### config.mk
export PLATFORM = sky130hd
export DESIGN_NAME = mpc_mvmult_row_mac_flat
export DESIGN_NICKNAME = d
export VERILOG_FILES = /design/src/rtl/mpc_mvmult_pkg.sv /design/src/rtl/mpc_mvmult_row_mac_if.sv /design/src/rtl/mpc_mac_stage.sv /design/src/rtl/mpc_mvmult_row_mac.sv /design/src/flat_wrapper.sv
export SDC_FILE = /design/constraint.sdc
export NUM_CORES = 2
export LEC_CHECK = 0
export ABC_AREA = 1
export CAP_MARGIN = 20
export CORE_MARGIN = 1.5
export CORE_UTILIZATION = 30
export DETAILED_ROUTE_END_ITERATION = 6
export HOLD_SLACK_MARGIN = 0.03
export PLACE_DENSITY = 0.43
export SKIP_LAST_GASP = 1
export SLEW_MARGIN = 5
export SYNTH_ARGS = -nofsm -noshare
export SYNTH_HDL_FRONTEND = slang
export SYNTH_HIERARCHICAL = 1
export SYNTH_SLANG_ARGS = --single-unit
### constraint.sdc
create_clock -name clk -period 9.3 [get_ports clk]
set_clock_uncertainty 0.05 [all_clocks]
set_input_delay 1.86 -clock clk [delete_from_list [all_inputs] [get_ports clk]]
set_output_delay 1.86 -clock clk [all_outputs]
set_load 0.005 [all_outputs]
### src/rtl/mpc_mvmult_pkg.sv
// Shared widths, FSM encoding and saturation limits for the H-row dot-product engine.
package mpc_mvmult_pkg;

  localparam int COEF_W    = 18;
  localparam int VEC_W     = 32;
  localparam int FRAC_BITS = 16;
  localparam int ACC_W     = 48;
  localparam int N_ELEM    = 24;
  localparam int ADDR_W    = 5;
  localparam int PROD_W    = COEF_W + VEC_W;

  typedef enum logic [1:0] {
    IDLE,
    ISSUE,
    DRAIN,
    DONE
  } state_e;

  // Representable VEC_W range expressed at accumulator width, plus the clamped codes.
  localparam logic signed [ACC_W-1:0] ACC_SAT_MAX = {{(ACC_W-VEC_W+1){1'b0}}, {(VEC_W-1){1'b1}}};
  localparam logic signed [ACC_W-1:0] ACC_SAT_MIN = {{(ACC_W-VEC_W+1){1'b1}}, {(VEC_W-1){1'b0}}};
  localparam logic [VEC_W-1:0]        VEC_SAT_MAX = {1'b0, {(VEC_W-1){1'b1}}};
  localparam logic [VEC_W-1:0]        VEC_SAT_MIN = {1'b1, {(VEC_W-1){1'b0}}};

endpackage

### src/rtl/mpc_mvmult_row_mac_if.sv
// Start/done handshake plus the coefficient-ROM and vector-buffer read ports of one row MAC.
interface mpc_mvmult_row_mac_if;
  import mpc_mvmult_pkg::*;

  logic              start;
  logic              busy;
  logic              done;
  logic [VEC_W-1:0]  y_out;
  logic [ADDR_W-1:0] coef_address0;
  logic              coef_ce0;
  logic [COEF_W-1:0] coef_q0;
  logic [ADDR_W-1:0] vec_address0;
  logic              vec_ce0;
  logic [VEC_W-1:0]  vec_q0;

  // master: the MAC engine, which masters both memory read ports.
  modport master (
    input  start, coef_q0, vec_q0,
    output busy, done, y_out, coef_address0, coef_ce0, vec_address0, vec_ce0
  );

  // slave: the surrounding controller and memories.
  modport slave (
    output start, coef_q0, vec_q0,
    input  busy, done, y_out, coef_address0, coef_ce0, vec_address0, vec_ce0
  );

endinterface

### src/rtl/mpc_mac_stage.sv
// Product register (S3) and accumulator (S4) with final VEC_W conversion.
// Clamping to the VEC_W range is enabled by defining MPC_MVMULT_SAT_EN; otherwise the result wraps.
module mpc_mac_stage
  import mpc_mvmult_pkg::*;
(
  input  logic                     clk,
  input  logic                     reset,
  input  logic                     clear_i,
  input  logic                     valid_i,
  input  logic signed [COEF_W-1:0] coef_i,
  input  logic signed [VEC_W-1:0]  vec_i,
  output logic [VEC_W-1:0]         result_d_o
);

  logic signed [PROD_W-1:0] prod_q, prod_d;
  logic                     prod_vld_q;
  logic signed [ACC_W-1:0]  acc_q, acc_d;

  // NOTE: every always_comb output gets a default first so no path leaves it unassigned (no latch).
  always_comb begin
    prod_d = PROD_W'(coef_i) * PROD_W'(vec_i);
    acc_d  = acc_q;
    if (clear_i) begin
      acc_d = '0;
    end else if (prod_vld_q) begin
      // Arithmetic shift drops the extra fraction, rounding toward -inf.
      acc_d = acc_q + ACC_W'(prod_q >>> FRAC_BITS);
    end
  end

  always_comb begin
    result_d_o = acc_d[VEC_W-1:0];
`ifdef MPC_MVMULT_SAT_EN
    if (acc_d > ACC_SAT_MAX) begin
      result_d_o = VEC_SAT_MAX;
    end else if (acc_d < ACC_SAT_MIN) begin
      result_d_o = VEC_SAT_MIN;
    end
`endif
  end

  // NOTE: state registers use non-blocking assignments so every flop samples pre-edge values.
  always_ff @(posedge clk) begin
    if (reset) begin
      prod_q     <= '0;
      prod_vld_q <= 1'b0;
      acc_q      <= '0;
    end else begin
      prod_q     <= prod_d;
      prod_vld_q <= valid_i;
      acc_q      <= acc_d;
    end
  end

endmodule

### src/rtl/mpc_mvmult_row_mac.sv
// One H-row dot product: issues N_ELEM ROM/vector reads, drains the MAC pipeline, returns y_out.
// Output conversion saturates when MPC_MVMULT_SAT_EN is defined (see mpc_mac_stage).
module mpc_mvmult_row_mac
  import mpc_mvmult_pkg::*;
(
  input  logic                 clk,
  input  logic                 reset,
  mpc_mvmult_row_mac_if.master bus
);

  localparam logic [ADDR_W-1:0] LAST_IDX = ADDR_W'(N_ELEM - 1);

  state_e            state_q, state_d;
  logic [ADDR_W-1:0] idx_q, idx_d;
  logic              drain_q, drain_d;
  logic              rd_vld_q;
  logic [VEC_W-1:0]  y_q, y_d;
  logic              acc_clear;
  logic [VEC_W-1:0]  result_d;

  always_comb begin
    state_d   = state_q;
    idx_d     = idx_q;
    drain_d   = drain_q;
    y_d       = y_q;
    acc_clear = 1'b0;
    unique case (state_q)
      IDLE: begin
        if (bus.start) begin
          state_d   = ISSUE;
          idx_d     = '0;
          acc_clear = 1'b1;
        end
      end
      ISSUE: begin
        if (idx_q == LAST_IDX) begin
          state_d = DRAIN;
          idx_d   = '0;
          drain_d = 1'b0;
        end else begin
          idx_d = idx_q + ADDR_W'(1);
        end
      end
      DRAIN: begin
        // Second drain cycle: the last beat accumulates on this edge, so capture its result.
        if (drain_q) begin
          state_d = DONE;
          drain_d = 1'b0;
          y_d     = result_d;
        end else begin
          drain_d = 1'b1;
        end
      end
      DONE:    state_d = IDLE;
      default: state_d = IDLE;
    endcase
  end

  always_ff @(posedge clk) begin
    if (reset) begin
      state_q  <= IDLE;
      idx_q    <= '0;
      drain_q  <= 1'b0;
      rd_vld_q <= 1'b0;
      y_q      <= '0;
    end else begin
      state_q  <= state_d;
      idx_q    <= idx_d;
      drain_q  <= drain_d;
      rd_vld_q <= bus.coef_ce0;
      y_q      <= y_d;
    end
  end

  assign bus.coef_ce0      = (state_q == ISSUE);
  assign bus.vec_ce0       = bus.coef_ce0;
  assign bus.coef_address0 = idx_q;
  assign bus.vec_address0  = idx_q;
  assign bus.busy          = (state_q == ISSUE) || (state_q == DRAIN);
  assign bus.done          = (state_q == DONE);
  assign bus.y_out         = y_q;

  mpc_mac_stage u_mac (
    .clk        (clk),
    .reset      (reset),
    .clear_i    (acc_clear),
    .valid_i    (rd_vld_q),
    .coef_i     ($signed(bus.coef_q0)),
    .vec_i      ($signed(bus.vec_q0)),
    .result_d_o (result_d)
  );

endmodule
### src/flat_wrapper.sv
// flat-port wrapper written by rule: the top's interface ports become plain ports
module mpc_mvmult_row_mac_flat import mpc_mvmult_pkg::*;
  (clk, reset, bus_start, bus_coef_q0, bus_vec_q0, bus_busy, bus_done, bus_y_out, bus_coef_address0, bus_coef_ce0, bus_vec_address0, bus_vec_ce0);
  mpc_mvmult_row_mac_if bus_i ();
  input  logic clk;
  input  logic reset;
  input wire logic [$bits(bus_i.start)-1:0] bus_start;
  input wire logic [$bits(bus_i.coef_q0)-1:0] bus_coef_q0;
  input wire logic [$bits(bus_i.vec_q0)-1:0] bus_vec_q0;
  output wire logic [$bits(bus_i.busy)-1:0] bus_busy;
  output wire logic [$bits(bus_i.done)-1:0] bus_done;
  output wire logic [$bits(bus_i.y_out)-1:0] bus_y_out;
  output wire logic [$bits(bus_i.coef_address0)-1:0] bus_coef_address0;
  output wire logic [$bits(bus_i.coef_ce0)-1:0] bus_coef_ce0;
  output wire logic [$bits(bus_i.vec_address0)-1:0] bus_vec_address0;
  output wire logic [$bits(bus_i.vec_ce0)-1:0] bus_vec_ce0;
  assign bus_i.start = bus_start;
  assign bus_i.coef_q0 = bus_coef_q0;
  assign bus_i.vec_q0 = bus_vec_q0;
  assign bus_busy = bus_i.busy;
  assign bus_done = bus_i.done;
  assign bus_y_out = bus_i.y_out;
  assign bus_coef_address0 = bus_i.coef_address0;
  assign bus_coef_ce0 = bus_i.coef_ce0;
  assign bus_vec_address0 = bus_i.vec_address0;
  assign bus_vec_ce0 = bus_i.vec_ce0;
  mpc_mvmult_row_mac u_core (.clk(clk), .reset(reset), .bus(bus_i));
endmodule
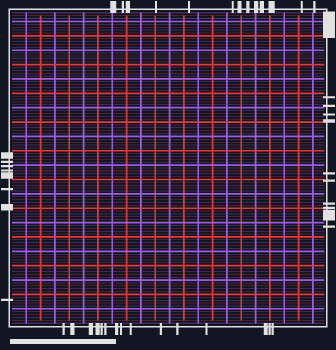
*PDN straps and rails*
Scale bar: 100 µm. Pins as bars on the die edge.
Purple is VSS. Red is VDD.
21 straps on met5. The core has 108 rows.
chip width: 299.2 µm
area of the core: 86890 µm²
vertical extent of the die: 299.2 µm

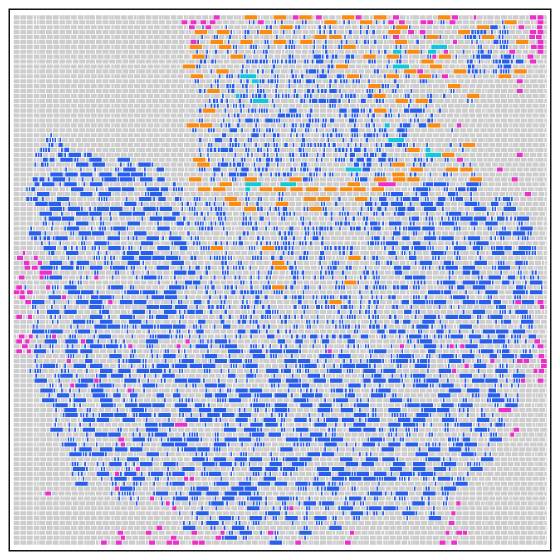
*Cell classes on the final placement*
Fill, decap, tap and diode cells in grey.
Cyan is clock drivers and dummy loads, cells 16. Magenta is remaining buffers and delay cells, cells 155. Orange is registers, cells 106. Blue is remaining logic cells, cells 3386.
post-route design area: 28900 µm²
Placement Rows: 108

==> run notes <==
The implementation run finished. Cell count after placement landed at 4801. Routability congestion estimate landed at 0.8784. Buffers outside the clock tree occupy 5.039% of the routed design's cell area. Violation count after the first detailed-route iteration landed at 996. Among cell families on the critical path, the largest total delay comes from adder cells.

In the hold timing report, the worst path depth is 2. The flow ran to the end, and the final reports show no timing, DRC or antenna violations.

Setup repair after global routing left no endpoint under its margin. Via count of the first global-routing pass landed at 22840. Synthesis inferred 106 register bits. Global-route congestion overflow total landed at 0. Net count entering floorplan landed at 4386.

Pins over their slew limit in the final report were tallied at 0. By count the netlist is led by 974 x inv_1, 943 x nand2_1, 539 x fa_1. Input and output buffers added on the ports amount to 98.

Placed cell area landed at 28570 µm². Net count of the finished layout landed at 4399. The synthesis report lists the most area-consuming cells as fa_1 41%, inv_1 14%, nand2_1 13%. Netlist area before placement landed at 26320 µm². For hold timing, the worst endpoint is u_core/u_mac/prod_vld_q$_SDFF_PP0_.

Summed over all nets, the half-perimeter wirelength after detailed placement is 67.00 mm. Looking at the clock tree report, the root buffer type is clkbuf_16. Layout inverter count without the clock tree landed at 987. The most common logic cell in the final layout is inv_1.

Total number of cells along the worst setup path landed at 23. Summing the areas of all xor and xnor instances in the mapped netlist gives 0.6655% of the synthesized area. The post-synth count of flops with an enable pin is 0.

The count of cells in the finished layout, fillers not included, comes to 4819. Number of synthesis warnings landed at 6.
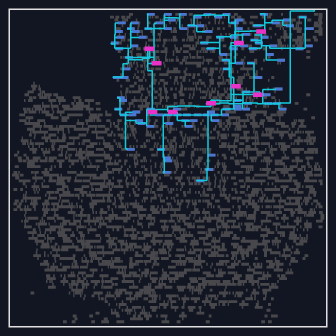
*Clock network drawn from the DEF*
Blue is flip-flops, count 106. Cyan is clock wires, length 1780 µm. Magenta is clock-net drivers, count 9.
There are 10 routed clock nets.
Clk Latency, worst-skew pair: 370 ps

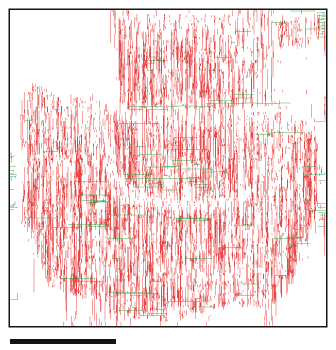
*Routed metal, one colour a layer*
Scale bar: 100 µm. Two of the layers only.
Red is M2, wire length 39.1 mm. Green is M3, wire length 2050 µm.
overall routed net length: 79.35 mm
count of vias placed by the detailed router: 21160
Avg WL per Cell: 16.47 µm
total routing usage reported by global routing: 18.35%

